## src/rtl/act_pipe_arr_if.sv

```systemverilog
// Handshake bundle for act_pipe_arr: the input beat with its per-beat
// activation config on one side, the activated beat and its zero count
// on the other.
interface act_pipe_arr_if #(
  parameter int DATA_WIDTH = 16,
  parameter int ARR_INPUTS = 16
);
  localparam int ZW  = $clog2(ARR_INPUTS + 1);
  localparam int LSW = $clog2(DATA_WIDTH);
  localparam int VW  = DATA_WIDTH * ARR_INPUTS;

  logic                         in_valid;
  logic                         in_ready;
  logic [VW-1:0]                in_data;
  logic [1:0]                   mode;
  logic [LSW-1:0]               leak_shift;
  logic signed [DATA_WIDTH-1:0] clip;
  logic                         out_valid;
  logic                         out_ready;
  logic [VW-1:0]                out_data;
  logic [ZW-1:0]                out_zero_cnt;

  // Producer of input beats and consumer of output beats.
  modport master (
    output in_valid, in_data, mode, leak_shift, clip, out_ready,
    input  in_ready, out_valid, out_data, out_zero_cnt
  );

  // The activation block itself.
  modport slave (
    input  in_valid, in_data, mode, leak_shift, clip, out_ready,
    output in_ready, out_valid, out_data, out_zero_cnt
  );
endinterface

```

## src/rtl/act_pipe_arr.sv

```systemverilog
// Two-stage activation array (bypass / ReLU / leaky / clamp) between the
// systolic accumulators and the output buffer. Valid/ready on both sides,
// no skid buffer: in_ready follows out_ready combinationally. Saturating
// beat and zero-lane counters support sparsity profiling.
module act_pipe_arr #(
  parameter int DATA_WIDTH = 16,
  parameter int ARR_INPUTS = 16,
  parameter int CNT_WIDTH  = 32
) (
  input  logic                 clk,
  input  logic                 rst_n,
  act_pipe_arr_if.slave        bus,
  input  logic                 stat_clear,
  output logic [CNT_WIDTH-1:0] stat_beats,
  output logic [CNT_WIDTH-1:0] stat_zeros
);
  localparam int ZW  = $clog2(ARR_INPUTS + 1);
  localparam int LSW = $clog2(DATA_WIDTH);
  localparam int VW  = DATA_WIDTH * ARR_INPUTS;
  localparam int SW  = ((CNT_WIDTH > ZW) ? CNT_WIDTH : ZW) + 1;

  // One lane of activation. Negativity is taken from the sign bit; the
  // leaky path relies on >>> of a signed operand rounding toward -inf.
  function automatic logic signed [DATA_WIDTH-1:0] act_lane(
    input logic signed [DATA_WIDTH-1:0] x,
    input logic [1:0]                   m,
    input logic [LSW-1:0]               sh,
    input logic signed [DATA_WIDTH-1:0] c
  );
    logic signed [DATA_WIDTH-1:0] y;
    y = x;
    case (m)
      2'b01:   y = x[DATA_WIDTH-1] ? '0 : x;
      2'b10:   y = x[DATA_WIDTH-1] ? (x >>> sh) : x;
      2'b11: begin
        // A non-positive clip forces every lane to zero.
        if (x[DATA_WIDTH-1] || c[DATA_WIDTH-1] || (c == '0)) y = '0;
        else                                                 y = (x < c) ? x : c;
      end
      default: y = x;
    endcase
    return y;
  endfunction

  // Counter add that sticks at all-ones instead of wrapping.
  function automatic logic [CNT_WIDTH-1:0] sat_add(
    input logic [CNT_WIDTH-1:0] a,
    input logic [ZW-1:0]        b
  );
    logic [SW-1:0] s;
    logic [SW-1:0] mx;
    s  = SW'(a) + SW'(b);
    mx = SW'({CNT_WIDTH{1'b1}});
    return (s > mx) ? {CNT_WIDTH{1'b1}} : s[CNT_WIDTH-1:0];
  endfunction

  logic                         vld_p1_q, vld_p1_d;
  logic [VW-1:0]                data_p1_q, data_p1_d;
  logic [1:0]                   mode_p1_q, mode_p1_d;
  logic [LSW-1:0]               shift_p1_q, shift_p1_d;
  logic signed [DATA_WIDTH-1:0] clip_p1_q, clip_p1_d;
  logic                         vld_p2_q, vld_p2_d;
  logic [VW-1:0]                data_p2_q, data_p2_d;
  logic [ZW-1:0]                zcnt_p2_q, zcnt_p2_d;
  logic [CNT_WIDTH-1:0]         beats_q, beats_d;
  logic [CNT_WIDTH-1:0]         zeros_q, zeros_d;

  logic                         s1_adv, s2_adv, out_xfer;
  logic [VW-1:0]                act_p1;
  logic [ZW-1:0]                zcnt_p1;
  logic signed [DATA_WIDTH-1:0] lane_y;

  // Advance chain: a stage may load when it is empty or its successor moves.
  always_comb begin
    s2_adv   = !vld_p2_q || bus.out_ready;
    s1_adv   = !vld_p1_q || s2_adv;
    out_xfer = vld_p2_q && bus.out_ready;
  end

  // Stage 1 -> stage 2: activate every lane with the beat's own config and
  // count the zero results so the count lands alongside the data.
  always_comb begin
    act_p1  = '0;
    zcnt_p1 = '0;
    lane_y  = '0;
    for (int i = 0; i < ARR_INPUTS; i++) begin
      lane_y = act_lane(data_p1_q[i*DATA_WIDTH +: DATA_WIDTH], mode_p1_q,
                        shift_p1_q, clip_p1_q);
      act_p1[i*DATA_WIDTH +: DATA_WIDTH] = lane_y;
      if (lane_y == '0) zcnt_p1 = zcnt_p1 + ZW'(1);
    end
  end

  // Next-state for both stages and the statistics; stalled stages hold.
  always_comb begin
    vld_p1_d   = vld_p1_q;
    data_p1_d  = data_p1_q;
    mode_p1_d  = mode_p1_q;
    shift_p1_d = shift_p1_q;
    clip_p1_d  = clip_p1_q;
    vld_p2_d   = vld_p2_q;
    data_p2_d  = data_p2_q;
    zcnt_p2_d  = zcnt_p2_q;
    beats_d    = beats_q;
    zeros_d    = zeros_q;

    if (s1_adv) begin
      vld_p1_d   = bus.in_valid;
      data_p1_d  = bus.in_data;
      mode_p1_d  = bus.mode;
      shift_p1_d = bus.leak_shift;
      clip_p1_d  = bus.clip;
    end

    if (s2_adv) begin
      vld_p2_d  = vld_p1_q;
      data_p2_d = act_p1;
      zcnt_p2_d = zcnt_p1;
    end

    // Clear wins over a same-cycle increment.
    if (stat_clear) begin
      beats_d = '0;
      zeros_d = '0;
    end else if (out_xfer) begin
      beats_d = sat_add(beats_q, ZW'(1));
      zeros_d = sat_add(zeros_q, zcnt_p2_q);
    end
  end

  // Pipeline and counter registers; reset empties the pipe and zeroes all.
  always_ff @(posedge clk or negedge rst_n) begin
    if (!rst_n) begin
      vld_p1_q   <= 1'b0;
      data_p1_q  <= '0;
      mode_p1_q  <= '0;
      shift_p1_q <= '0;
      clip_p1_q  <= '0;
      vld_p2_q   <= 1'b0;
      data_p2_q  <= '0;
      zcnt_p2_q  <= '0;
      beats_q    <= '0;
      zeros_q    <= '0;
    end else begin
      // stage 1 register
      vld_p1_q   <= vld_p1_d;
      data_p1_q  <= data_p1_d;
      mode_p1_q  <= mode_p1_d;
      shift_p1_q <= shift_p1_d;
      clip_p1_q  <= clip_p1_d;
      // stage 2 register
      vld_p2_q   <= vld_p2_d;
      data_p2_q  <= data_p2_d;
      zcnt_p2_q  <= zcnt_p2_d;
      // statistics
      beats_q    <= beats_d;
      zeros_q    <= zeros_d;
    end
  end

  assign bus.in_ready     = s1_adv;
  assign bus.out_valid    = vld_p2_q;
  assign bus.out_data     = data_p2_q;
  assign bus.out_zero_cnt = zcnt_p2_q;
  assign stat_beats       = beats_q;
  assign stat_zeros       = zeros_q;
endmodule

```

## src/flat_wrapper.sv

```systemverilog
// flat-port wrapper written by rule: the top's interface ports become plain ports
module act_pipe_arr_flat 
#(
  parameter int DATA_WIDTH = 16,
  parameter int ARR_INPUTS = 16,
  parameter int CNT_WIDTH  = 32
)
  (clk, rst_n, stat_clear, stat_beats, stat_zeros, bus_in_valid, bus_in_data, bus_mode, bus_leak_shift, bus_clip, bus_out_ready, bus_in_ready, bus_out_valid, bus_out_data, bus_out_zero_cnt);
  act_pipe_arr_if #(.DATA_WIDTH(DATA_WIDTH), .ARR_INPUTS(ARR_INPUTS)) bus_i ();
  input  logic clk;
  input  logic rst_n;
  input  logic stat_clear;
  output logic [CNT_WIDTH-1:0] stat_beats;
  output logic [CNT_WIDTH-1:0] stat_zeros;
  input wire logic [$bits(bus_i.in_valid)-1:0] bus_in_valid;
  input wire logic [$bits(bus_i.in_data)-1:0] bus_in_data;
  input wire logic [$bits(bus_i.mode)-1:0] bus_mode;
  input wire logic [$bits(bus_i.leak_shift)-1:0] bus_leak_shift;
  input wire logic [$bits(bus_i.clip)-1:0] bus_clip;
  input wire logic [$bits(bus_i.out_ready)-1:0] bus_out_ready;
  output wire logic [$bits(bus_i.in_ready)-1:0] bus_in_ready;
  output wire logic [$bits(bus_i.out_valid)-1:0] bus_out_valid;
  output wire logic [$bits(bus_i.out_data)-1:0] bus_out_data;
  output wire logic [$bits(bus_i.out_zero_cnt)-1:0] bus_out_zero_cnt;
  assign bus_i.in_valid = bus_in_valid;
  assign bus_i.in_data = bus_in_data;
  assign bus_i.mode = bus_mode;
  assign bus_i.leak_shift = bus_leak_shift;
  assign bus_i.clip = bus_clip;
  assign bus_i.out_ready = bus_out_ready;
  assign bus_in_ready = bus_i.in_ready;
  assign bus_out_valid = bus_i.out_valid;
  assign bus_out_data = bus_i.out_data;
  assign bus_out_zero_cnt = bus_i.out_zero_cnt;
  act_pipe_arr #(.DATA_WIDTH(DATA_WIDTH), .ARR_INPUTS(ARR_INPUTS), .CNT_WIDTH(CNT_WIDTH)) u_core (.clk(clk), .rst_n(rst_n), .bus(bus_i), .stat_clear(stat_clear), .stat_beats(stat_beats), .stat_zeros(stat_zeros));
endmodule
```

## config.mk

```make
export PLATFORM = sky130hd
export DESIGN_NAME = act_pipe_arr_flat
export DESIGN_NICKNAME = d
export VERILOG_FILES = /design/src/rtl/act_pipe_arr_if.sv /design/src/rtl/act_pipe_arr.sv /design/src/flat_wrapper.sv
export SDC_FILE = /design/constraint.sdc
export NUM_CORES = 2
export LEC_CHECK = 0
export CAP_MARGIN = 25
export CORE_MARGIN = 4
export CORE_UTILIZATION = 35
export CTS_CLUSTER_DIAMETER = 100
export DETAILED_ROUTE_END_ITERATION = 6
export DONT_BUFFER_PORTS = 1
export SLEW_MARGIN = 20
export SYNTH_ARGS = -nofsm -noshare
export SYNTH_HDL_FRONTEND = slang
export SYNTH_SLANG_ARGS = --single-unit
```

## constraint.sdc

```tcl
create_clock -name clk -period 28 [get_ports clk]
set_input_delay 7 -clock clk [delete_from_list [all_inputs] [get_ports clk]]
set_output_delay 7 -clock clk [all_outputs]
set_load 0.01 [all_outputs]
```

==> images/layer_met1.png <==
Scale: 1.5 px per µm. Supply wires on this layer in gray. Cells faint in the background.
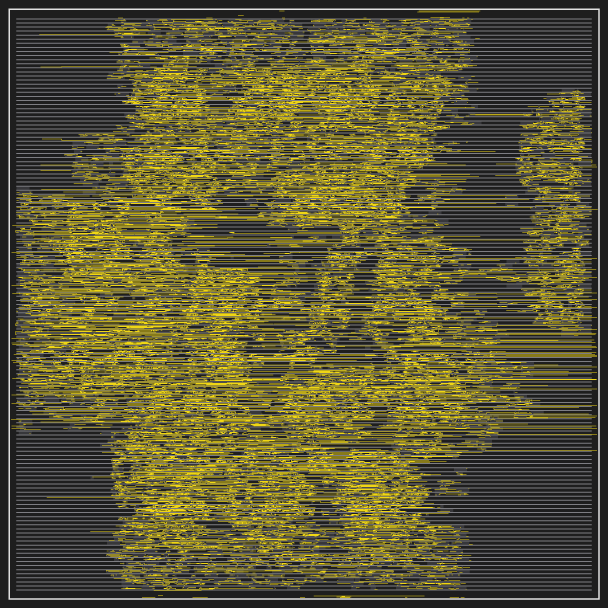
The wires run mostly horizontal. The layer carries 95.0 mm of wire. The layer holds 38% of the routed length.

==> flow_summary.toml <==
# flow metrics
[timing]
setup_slack_ps = 12630
slew_violations = 90
finalClockPeriodUsage_pct = 54.9

[setup_path]
r2r-start = "u_core.clip_p1_q[2]$_DFFE_PN0P_"

[synthesis]
yosysUniqueCellTypes = 110
syn_nets = 6633
yosys.cell_count.top_type = "nand2_1"

[route]
wl_met2_um = 102000
num_vias = 51979
drt_iter0_drc = 6925
firstDrtPassIters = 7

[floorplan]
die_w_um = 392

[placement]
dpl_cell_area_um2 = 52900
dp_cells = 7605
dp_slack_ps = 12920

[run_status]
status = "finished with violations"
violations = "slew limit"

[clocking]
hold_buffers = 0
clk_pin_slew_worst_paths_ps = 60

[cells_and_area]
layout_top_cell = "nand2_1"
nMultiInputCombCells = 4851
drive_gt1_share_pct = 14.1
bufAreaShareNonClock_pct = 1.62

[power]
p_leak_uw = 0.0227
==> images/cell_density.png <==
Scale: 1 px per µm. 39 x 39 tiles, from dark blue (low) to red (high), 0 to 100% covered.
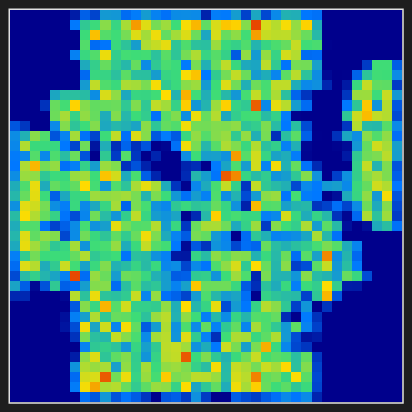
23% of the tiles are nearly empty. The densest ninth of the die: top middle. 2.5% of the tiles are over 75% full. The fullest tile reaches 92%.

## worst register-to-register path: cells and delay by family, from the launching register on
| family | cells | cell delay [ps] |
|---|---|---|
| AND-OR/OR-AND | 25 | 4780 |
| XOR/XNOR | 1 | 180 |
| adder cells (fa/ha/maj) | 13 | 3770 |
| buffers and inverters | 8 | 1180 |
| flip-flops | 1 | 410 |
| multiplexers | 4 | 910 |
| AND/OR/NAND/NOR | 16 | 4050 |
## metal layers
metal  track usage, %  vias up
met5                0        -
met4             20.6       48
met3             12.4      940
met1             39.5    25063
met2             44.1     3739
li1                 -    22189
## report_power, final
part           internal, µW  switching (µW)  total [µW]
clock network           667             453        1120
registers              1010             309        1320
logic                   480             826        1310
